==> images/m1.png <==
Scale bar: 10 um. Supply wires on this layer in grey.
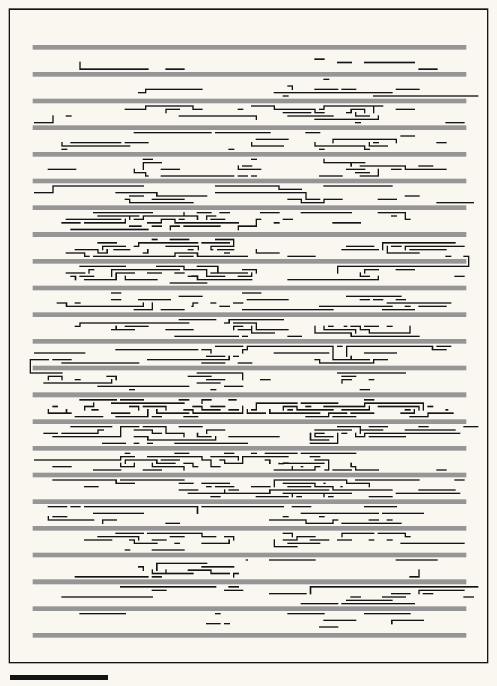
==> images/m2.png <==
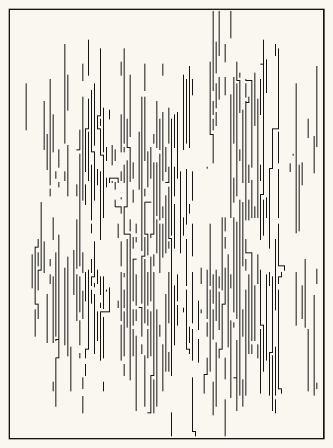
==> images/m3.png <==
Scale bar: 10 um. Cells faint in the background.
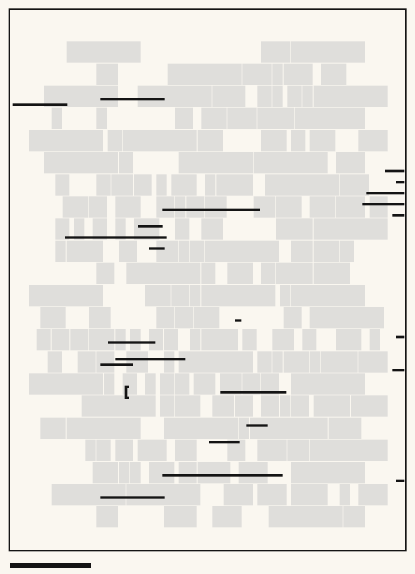
==> images/clock_nets.png <==
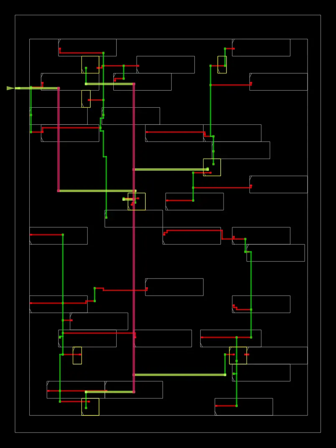
==> images/gates.png <==
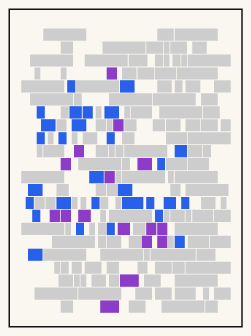
<file path="config.mk">
export PLATFORM = sky130hd
export DESIGN_NAME = pulp_reset_conditioner
export DESIGN_NICKNAME = d
export VERILOG_FILES = /design/src/rtl/pulp_reset_conditioner.sv
export SDC_FILE = /design/constraint.sdc
export NUM_CORES = 1
export LEC_CHECK = 0
export CORE_ASPECT_RATIO = 1.4
export CORE_MARGIN = 2
export CORE_UTILIZATION = 61
export CTS_CLUSTER_SIZE = 12
export DETAILED_ROUTE_END_ITERATION = 10
export PLACE_DENSITY = 0.86
export SYNTH_ARGS = -nofsm -noshare
export SYNTH_HDL_FRONTEND = slang
export SYNTH_SLANG_ARGS = --single-unit
export TNS_END_PERCENT = 30
</file>
<file path="constraint.sdc">
create_clock -name clk_i -period 6.02 [get_ports clk_i]
set_clock_uncertainty 0.15 [all_clocks]
set_input_delay 1.204 -clock clk_i [delete_from_list [all_inputs] [get_ports clk_i]]
set_output_delay 1.204 -clock clk_i [all_outputs]
set_load 0.03 [all_outputs]
</file>
<file path="src/rtl/pulp_reset_conditioner.sv">
// Board reset conditioner: synchronises the reset button and JTAG TRST,
// debounces the button and stretches every issued reset to a minimum length.
module pulp_reset_conditioner #(
    parameter int unsigned SYNC_STAGES     = 2,
    parameter int unsigned DEBOUNCE_CYCLES = 50000,
    parameter int unsigned HOLD_CYCLES     = 1024
) (
    input  logic       clk_i,
    input  logic       rst_ni,
    input  logic       btn_reset_i,
    input  logic       jtag_trst_ni,
    output logic       reset_no,
    output logic [1:0] state_o,
    output logic [7:0] rst_count_o
);

    localparam int unsigned MAX_CYC =
        (DEBOUNCE_CYCLES > HOLD_CYCLES) ? DEBOUNCE_CYCLES : HOLD_CYCLES;
    localparam int unsigned CNT_W = $clog2(MAX_CYC + 1);
    localparam logic [CNT_W-1:0] DEB_LAST  = CNT_W'(DEBOUNCE_CYCLES - 1);
    localparam logic [CNT_W-1:0] HOLD_LAST = CNT_W'(HOLD_CYCLES - 1);

    typedef enum logic [1:0] {
        HOLD     = 2'd0,
        RUN      = 2'd1,
        DEBOUNCE = 2'd2
    } state_e;

    logic [SYNC_STAGES-1:0] btn_sync_q;
    logic [SYNC_STAGES-1:0] trst_sync_q;
    logic                   btn_s;
    logic                   trst_s;
    logic                   req;
    logic                   jreq;

    state_e           state_q;
    logic [CNT_W-1:0] cnt_q;
    logic             reset_q;
    logic [7:0]       rst_count_q;
    logic [7:0]       rst_count_d;

    // Reset values make both chains read as an active request.
    always_ff @(posedge clk_i or negedge rst_ni) begin
        if (!rst_ni) begin
            btn_sync_q  <= '1;
            trst_sync_q <= '0;
        end else begin
            btn_sync_q  <= {btn_sync_q[SYNC_STAGES-2:0], btn_reset_i};
            trst_sync_q <= {trst_sync_q[SYNC_STAGES-2:0], jtag_trst_ni};
        end
    end

    assign btn_s  = btn_sync_q[SYNC_STAGES-1];
    assign trst_s = trst_sync_q[SYNC_STAGES-1];
    assign jreq   = ~trst_s;
    assign req    = btn_s | jreq;

    assign rst_count_d = (rst_count_q == 8'hFF) ? rst_count_q
                                                : rst_count_q + 8'd1;

    always_ff @(posedge clk_i or negedge rst_ni) begin
        if (!rst_ni) begin
            state_q     <= HOLD;
            cnt_q       <= '0;
            reset_q     <= 1'b0;
            rst_count_q <= '0;
        end else begin
            unique case (state_q)
                HOLD: begin
                    reset_q <= 1'b0;
                    if (req) begin
                        cnt_q <= '0;
                    end else if (cnt_q == HOLD_LAST) begin
                        state_q <= RUN;
                        cnt_q   <= '0;
                        reset_q <= 1'b1;
                    end else begin
                        cnt_q <= cnt_q + CNT_W'(1);
                    end
                end
                RUN: begin
                    if (jreq) begin
                        state_q     <= HOLD;
                        cnt_q       <= '0;
                        reset_q     <= 1'b0;
                        rst_count_q <= rst_count_d;
                    end else if (btn_s) begin
                        state_q <= DEBOUNCE;
                        cnt_q   <= '0;
                    end
                end
                DEBOUNCE: begin
                    if (jreq) begin
                        state_q     <= HOLD;
                        cnt_q       <= '0;
                        reset_q     <= 1'b0;
                        rst_count_q <= rst_count_d;
                    end else if (!btn_s) begin
                        state_q <= RUN;
                        cnt_q   <= '0;
                    end else if (cnt_q == DEB_LAST) begin
                        state_q     <= HOLD;
                        cnt_q       <= '0;
                        reset_q     <= 1'b0;
                        rst_count_q <= rst_count_d;
                    end else begin
                        cnt_q <= cnt_q + CNT_W'(1);
                    end
                end
                default: begin
                    // Illegal encoding: fall back to a fresh, uncounted hold.
                    state_q <= HOLD;
                    cnt_q   <= '0;
                    reset_q <= 1'b0;
                end
            endcase
        end
    end

    assign reset_no    = reset_q;
    assign state_o     = state_q;
    assign rst_count_o = rst_count_q;

endmodule
</file>
==> results.json <==
{
  "status": "finished clean",
  "coreArea_um2": 2640,
  "track_usage_pct": 27.5,
  "regMostFlops": "cnt_q",
  "top_cells_by_count": "dfrtp_1 (29), nand2_1 (14), nand3_1 (10), xor2_1 (9), o21ai_1 (8)",
  "chip_area_um2": 3220,
  "cts_setup_buffers": 0,
  "grt_pass1_wl_mm": 6.61,
  "min_to": "btn_sync_q[1]",
  "nets": 191,
  "final_cell_count_no_fill": 218,
  "post-place-cells": 210,
  "grt_use_met3_pct": 6.56,
  "most_common_cell": "dfrtp_1",
  "route.detailed.drc": 0,
  "arrival_ps": 3040,
  "logic_gate_count": 123,
  "cts_tree": "yes",
  "maxPowerGroup": "sequential cells",
  "tapCellCount": 36,
  "fp_nets": 174,
  "top_logic_kind": "simple AND/OR/NAND/NOR gates",
  "cp_top_family": "simple AND/OR/NAND/NOR gates",
  "endpoint": "cnt_q[6]",
  "ff_type": "dfrtp_1",
  "antenna_cells": 0,
  "final-comb-area_um2": 870,
  "comb_area_share_pct": 45.6,
  "clk_latency_ps": 350,
  "ant_nets": 0,
  "drv_slew": 0,
  "worst_setup_path_end_kind": "flip-flop",
  "critical_path.max_stage_delay_ps": 610,
  "area_leaders": "dfrtp_1 (43%), xor2_1 (4.6%), ha_1 (4.4%)",
  "seq_area_share_pct": 40.8,
  "initCoreUtil_pct": 64.2,
  "slew_headroom_pct": 46.6,
  "critPathKind": "reg2reg",
  "final.setup.tns_ps": 0,
  "totalPowerFinal_mw": 0.344,
  "p_per_area_nw_per_um2": 180,
  "drive_gt1_share_pct": 8.79,
  "p_comb_share_pct": 3.9,
  "cts_root_buffer": "clkbuf_4",
  "clk_pin_slew_worst_paths_ps": 100,
  "clock_path_buffers": 2,
  "layout.cells.most_common": "dfrtp_1",
  "synthXorXnorAreaFrac_pct": 4.65,
  "avgSynthCellArea_um2": 10.3,
  "dp_hpwl_mm": 2.70,
  "m1WireLength_mm": 1.49,
  "hold_viol": 0,
  "die_w_um": 48.6,
  "flops": 31,
  "async_reset_ff_share_pct": 100,
  "flop_area_um2": 778,
  "place.gp.congestion": 0.845,
  "vdd_drop_max_mv": 0.169,
  "r2r_slack_ps": 3030,
  "reg2regPathDepth": 5,
  "largest_class": "logic gates",
  "worst-path-max-fanout": 15,
  "synth-edff-count": 0,
  "inverters": 5,
  "min_from": "btn_sync_q[0]",
  "ctsResizeCount": 0,
  "area_delta_synth_final_pct": 12.5,
  "synthCells": 164,
  "path_depth": 5,
  "tightest_slew_ps": 797,
  "cp_num_buf_inv": 0,
  "critPathRequiredTime_ps": 6070,
  "hold_ws_ps": 210,
  "ys_warn_count": 0,
  "whs_path_depth": 0
}
Back to the opening pictures, m1.png:
wire length on this layer: 1490 um
nets with wire on the layer: 170
main direction: horizontal
final wirelength: 3.72 mm
M1 GR Usage: 30.5%
vias: 1372

Back to the opening pictures, m2.png:
share of all routed wire: 55%
main direction: vertical
longest straight run: 30.3 um
met2 Use GR: 50.0%

Back to the opening pictures, m3.png:
share of all routed wire: 3.0%
main direction: horizontal
wire length on this layer: 113 um
longest straight run: 14.5 um

Back to the opening pictures, clock_nets.png:
clk sinks: 31
Clk power: 0.117 mW

Back to the opening pictures, gates.png:
[purple] and/or cells | cells: 16
[blue] aoi and oai cells | cells: 29

No activity file was given, so power comes from the tool's default toggle rates.
